File: src/rtl/ms_flop_pkg.sv
// Shared mode encodings and next-state rule for the master-slave flop bank.
// Imported by ms_flop_cell and ms_flop_bank.
package ms_flop_pkg;

    localparam logic [1:0] MODE_JK = 2'b00;
    localparam logic [1:0] MODE_SR = 2'b01;
    localparam logic [1:0] MODE_D  = 2'b10;
    localparam logic [1:0] MODE_T  = 2'b11;

    // Next master bit for one cell; the illegal SR case holds the current value.
    function automatic logic next_master(
        input logic [1:0] mode,
        input logic       a,
        input logic       b,
        input logic       qm
    );
        logic nxt;
        nxt = qm;
        unique case (mode)
            MODE_JK: begin
                unique case ({a, b})
                    2'b00:   nxt = qm;
                    2'b01:   nxt = 1'b0;
                    2'b10:   nxt = 1'b1;
                    default: nxt = ~qm;
                endcase
            end
            MODE_SR: begin
                unique case ({a, b})
                    2'b00:   nxt = qm;
                    2'b01:   nxt = 1'b0;
                    2'b10:   nxt = 1'b1;
                    default: nxt = qm;
                endcase
            end
            MODE_D:  nxt = a;
            default: nxt = qm ^ a;
        endcase
        return nxt;
    endfunction

endpackage

File: src/rtl/ms_flop_cell.sv
// One configurable master-slave flop: master/slave bits, 2-bit mode register,
// and illegal-SR detection (per-cycle pulse plus sticky flag).
module ms_flop_cell
    import ms_flop_pkg::*;
(
    input  logic       CLK,
    input  logic       RST,
    input  logic       cfg_we,
    input  logic [1:0] cfg_mode,
    input  logic       en,
    input  logic       a,
    input  logic       b,
    input  logic       ill_clr,
    output logic       qm,
    output logic       q,
    output logic [1:0] mode,
    output logic       illegal,
    output logic       ill_pulse
);

    logic       qm_q, qm_d;
    logic       q_q;
    logic [1:0] mode_q, mode_d;
    logic       ill_q, ill_d;
    logic       ill_event;

    always_comb begin
        ill_event = en && (mode_q == MODE_SR) && a && b;
        qm_d      = en ? next_master(mode_q, a, b, qm_q) : qm_q;
        mode_d    = cfg_we ? cfg_mode : mode_q;
        // A new illegal event beats a simultaneous clear.
        if (ill_event) begin
            ill_d = 1'b1;
        end else if (ill_clr) begin
            ill_d = 1'b0;
        end else begin
            ill_d = ill_q;
        end
    end

    always_ff @(posedge CLK) begin
        if (RST) begin
            qm_q   <= 1'b0;
            q_q    <= 1'b0;
            mode_q <= MODE_JK;
            ill_q  <= 1'b0;
        end else begin
            qm_q   <= qm_d;
            q_q    <= qm_q;
            mode_q <= mode_d;
            ill_q  <= ill_d;
        end
    end

    assign qm        = qm_q;
    assign q         = q_q;
    assign mode      = mode_q;
    assign illegal   = ill_q;
    assign ill_pulse = ill_event;

endmodule

File: src/rtl/ms_flop_bank.sv
// Bank of WIDTH programmable master-slave flops with a shared saturating
// counter of cycles in which any cell saw an illegal SR input.
module ms_flop_bank
    import ms_flop_pkg::*;
#(
    parameter int unsigned WIDTH = 8,
    parameter int unsigned CNT_W = 8
) (
    input  logic               CLK,
    input  logic               RST,
    input  logic               CFG_WE,
    input  logic [2*WIDTH-1:0] CFG_MODE,
    input  logic               EN,
    input  logic [WIDTH-1:0]   A,
    input  logic [WIDTH-1:0]   B,
    input  logic               ILL_CLR,
    output logic [WIDTH-1:0]   QM,
    output logic [WIDTH-1:0]   Q,
    output logic [2*WIDTH-1:0] MODE,
    output logic [WIDTH-1:0]   ILLEGAL,
    output logic [CNT_W-1:0]   ERR_CNT
);

    logic [WIDTH-1:0] ill_pulse;
    logic             any_ill;
    logic [CNT_W-1:0] err_cnt_q, err_cnt_d;

    for (genvar i = 0; i < WIDTH; i++) begin : g_cell
        ms_flop_cell u_cell (
            .CLK       (CLK),
            .RST       (RST),
            .cfg_we    (CFG_WE),
            .cfg_mode  (CFG_MODE[2*i +: 2]),
            .en        (EN),
            .a         (A[i]),
            .b         (B[i]),
            .ill_clr   (ILL_CLR),
            .qm        (QM[i]),
            .q         (Q[i]),
            .mode      (MODE[2*i +: 2]),
            .illegal   (ILLEGAL[i]),
            .ill_pulse (ill_pulse[i])
        );
    end

    // Several cells failing in one cycle still count as a single event.
    always_comb begin
        any_ill   = |ill_pulse;
        err_cnt_d = err_cnt_q;
        if (any_ill && (err_cnt_q != {CNT_W{1'b1}})) begin
            err_cnt_d = err_cnt_q + 1'b1;
        end
    end

    always_ff @(posedge CLK) begin
        if (RST) begin
            err_cnt_q <= '0;
        end else begin
            err_cnt_q <= err_cnt_d;
        end
    end

    assign ERR_CNT = err_cnt_q;

endmodule

File: config.mk
export PLATFORM = sky130hd
export DESIGN_NAME = ms_flop_bank
export DESIGN_NICKNAME = d
export VERILOG_FILES = /design/src/rtl/ms_flop_pkg.sv /design/src/rtl/ms_flop_cell.sv /design/src/rtl/ms_flop_bank.sv
export SDC_FILE = /design/constraint.sdc
export NUM_CORES = 1
export LEC_CHECK = 0
export ABC_AREA = 1
export ABC_CLOCK_PERIOD_IN_PS = 1700
export CAP_MARGIN = 20
export CORE_ASPECT_RATIO = 1.25
export CORE_UTILIZATION = 30
export DETAILED_ROUTE_END_ITERATION = 7
export GPL_ROUTABILITY_DRIVEN = 0
export SYNTH_ARGS = -nofsm -noshare
export SYNTH_HDL_FRONTEND = slang
export SYNTH_SLANG_ARGS = --single-unit
File: constraint.sdc
create_clock -name CLK -period 1.7 [get_ports CLK]
set_clock_uncertainty 0.05 [all_clocks]
set_input_delay 0.425 -clock CLK [delete_from_list [all_inputs] [get_ports CLK]]
set_output_delay 0.425 -clock CLK [all_outputs]
set_load 0.01 [all_outputs]
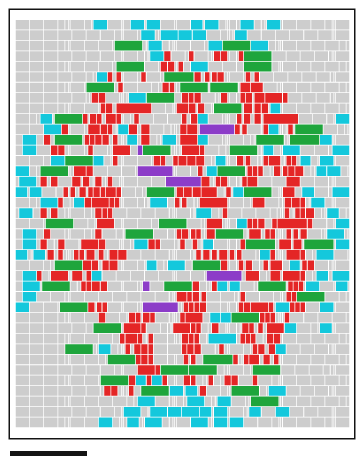
Figure 1: cell classes on the final placement.
Bar = 20 um. Fill, decap, tap and diode cells in grey.
| class | colour | cells |
|---|---|---|
| other buffers and delay cells | cyan | 114 |
| combinational and other logic | red | 318 |
| clock drivers and dummy loads | purple | 7 |
| flops | green | 48 |
core area: 0.00922 mm^2
final core occ: 44.2%
post-route cell area: 0.00408 mm^2
# rows: 39
Seq area share: 23.7%

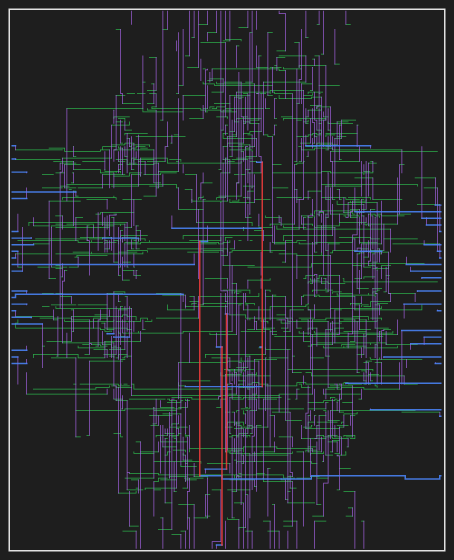
Figure 2: wiring by layer.
| layer | colour | wire length |
|---|---|---|
| metal 1 | green | 3,110 um |
| metal 4 | red | 167 um |
| metal 3 | blue | 384 um |
| metal 2 | purple | 3,700 um |
DRT Wirelength: 7.36 mm
Via Count: 2,770
total track usage: 15.7%
routed wire length per instance: 12.1 um

==> flow_summary.ini <==
; yosys + openroad results
[layout]
n_clock_buffer = 6
nonClkBufAreaFrac_pct = 27.4
fillCellCount = 930
comb_cells = 260
largest_cell_class = multi-input combinational cells
largest_register_ffs = 16
final_cell_mix = nand2_1 (57), dfxtp_1 (43), inv_1 (41), nor2_1 (41), clkdlybuf4s50_1 (41)
comb_area_mm2 = 0.00149
antenna_cells = 0
final_nets = 541

[drt]
ant_nets = 0
drtPass1Iterations = 4
wl_met3_um = 384
drt_iter0_drc = 101

[sta]
hold-worst-slack_ps = 415
hold_viol_final = 0
tns_ps = 0
finalCriticalPeriod_ps = 1660
setup_ws_ps = 41.3
final_max_slew_viol_count = 0
rsz0062_at_grt = false
tightest_slew_ps = 298

[logic_synthesis]
xor_share_pct = 0.611
yosys_cells = 399
yosysTopAreaCellShare_pct = 33.5
edf_count = 0
topCombFamilyByArea = simple AND/OR/NAND/NOR gates
avgSynthCellArea_um2 = 7.18
syn-cell-area_mm2 = 0.00287
simple_gate_area_share_pct = 25.2
synthArstFlopShare_pct = 0
aoi_share_pct = 17.2
top_cell = nand2_1
ys_warn_count = 0
yosysSeqAreaShare_pct = 33.5
synth-main-ff-cell = dfxtp_1
ys_types = 34

[power]
powerClk_w = 0.000946
p_leak_nw = 2.12
cellInternalPower_w = 0.00206
p_total_w = 0.00287
powerDensity_mw_per_mm2 = 703
irDropWorstVdd_mv = 0.350
switchingPower_w = 0.000803

[placement]
dpl.cell_count = 600
pre_cts_ws_ps = -380
dpl.hpwl_mm = 5.75

[die]
fp-utilization_pct = 31.1
nWellTaps = 123
fp.dieH_um = 111
die_w_um = 89.4
dieArea_mm2 = 0.00995

[critical_path]
crit_cells = 1
arrival_ps = 1180
rr_worst_depth = 9
path_cells = clkdlybuf4s50_1

[clock_network]
hold_buffers = 0
cts_setup_buffers = 0
clk_latency_ps = 290
clock-sinks = 48
path_clk_slew_ps = 70
cts_buffers = 5

[job]
maxCapViolations = 0
warnings = 34

[worst_hold_path]
hp-class = flop to flop

[status]
status = finished, final reports clean

[global_routing]
grtUsageMet1_pct = 17.8
grt_overflow = 0
grt.busiest_layer = met2
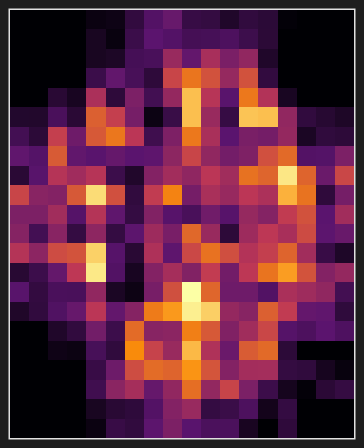
Figure 3: routed metal per tile.
The die is cut into 18 by 22 equal tiles; black is low, pale yellow is high, scaled to the fullest tile. Values are wire area over tile area, all layers added.
mean over tiles: 0.12
tiles over half the peak: 19%
nearly empty tiles: 17%
fullest tile: 0.41

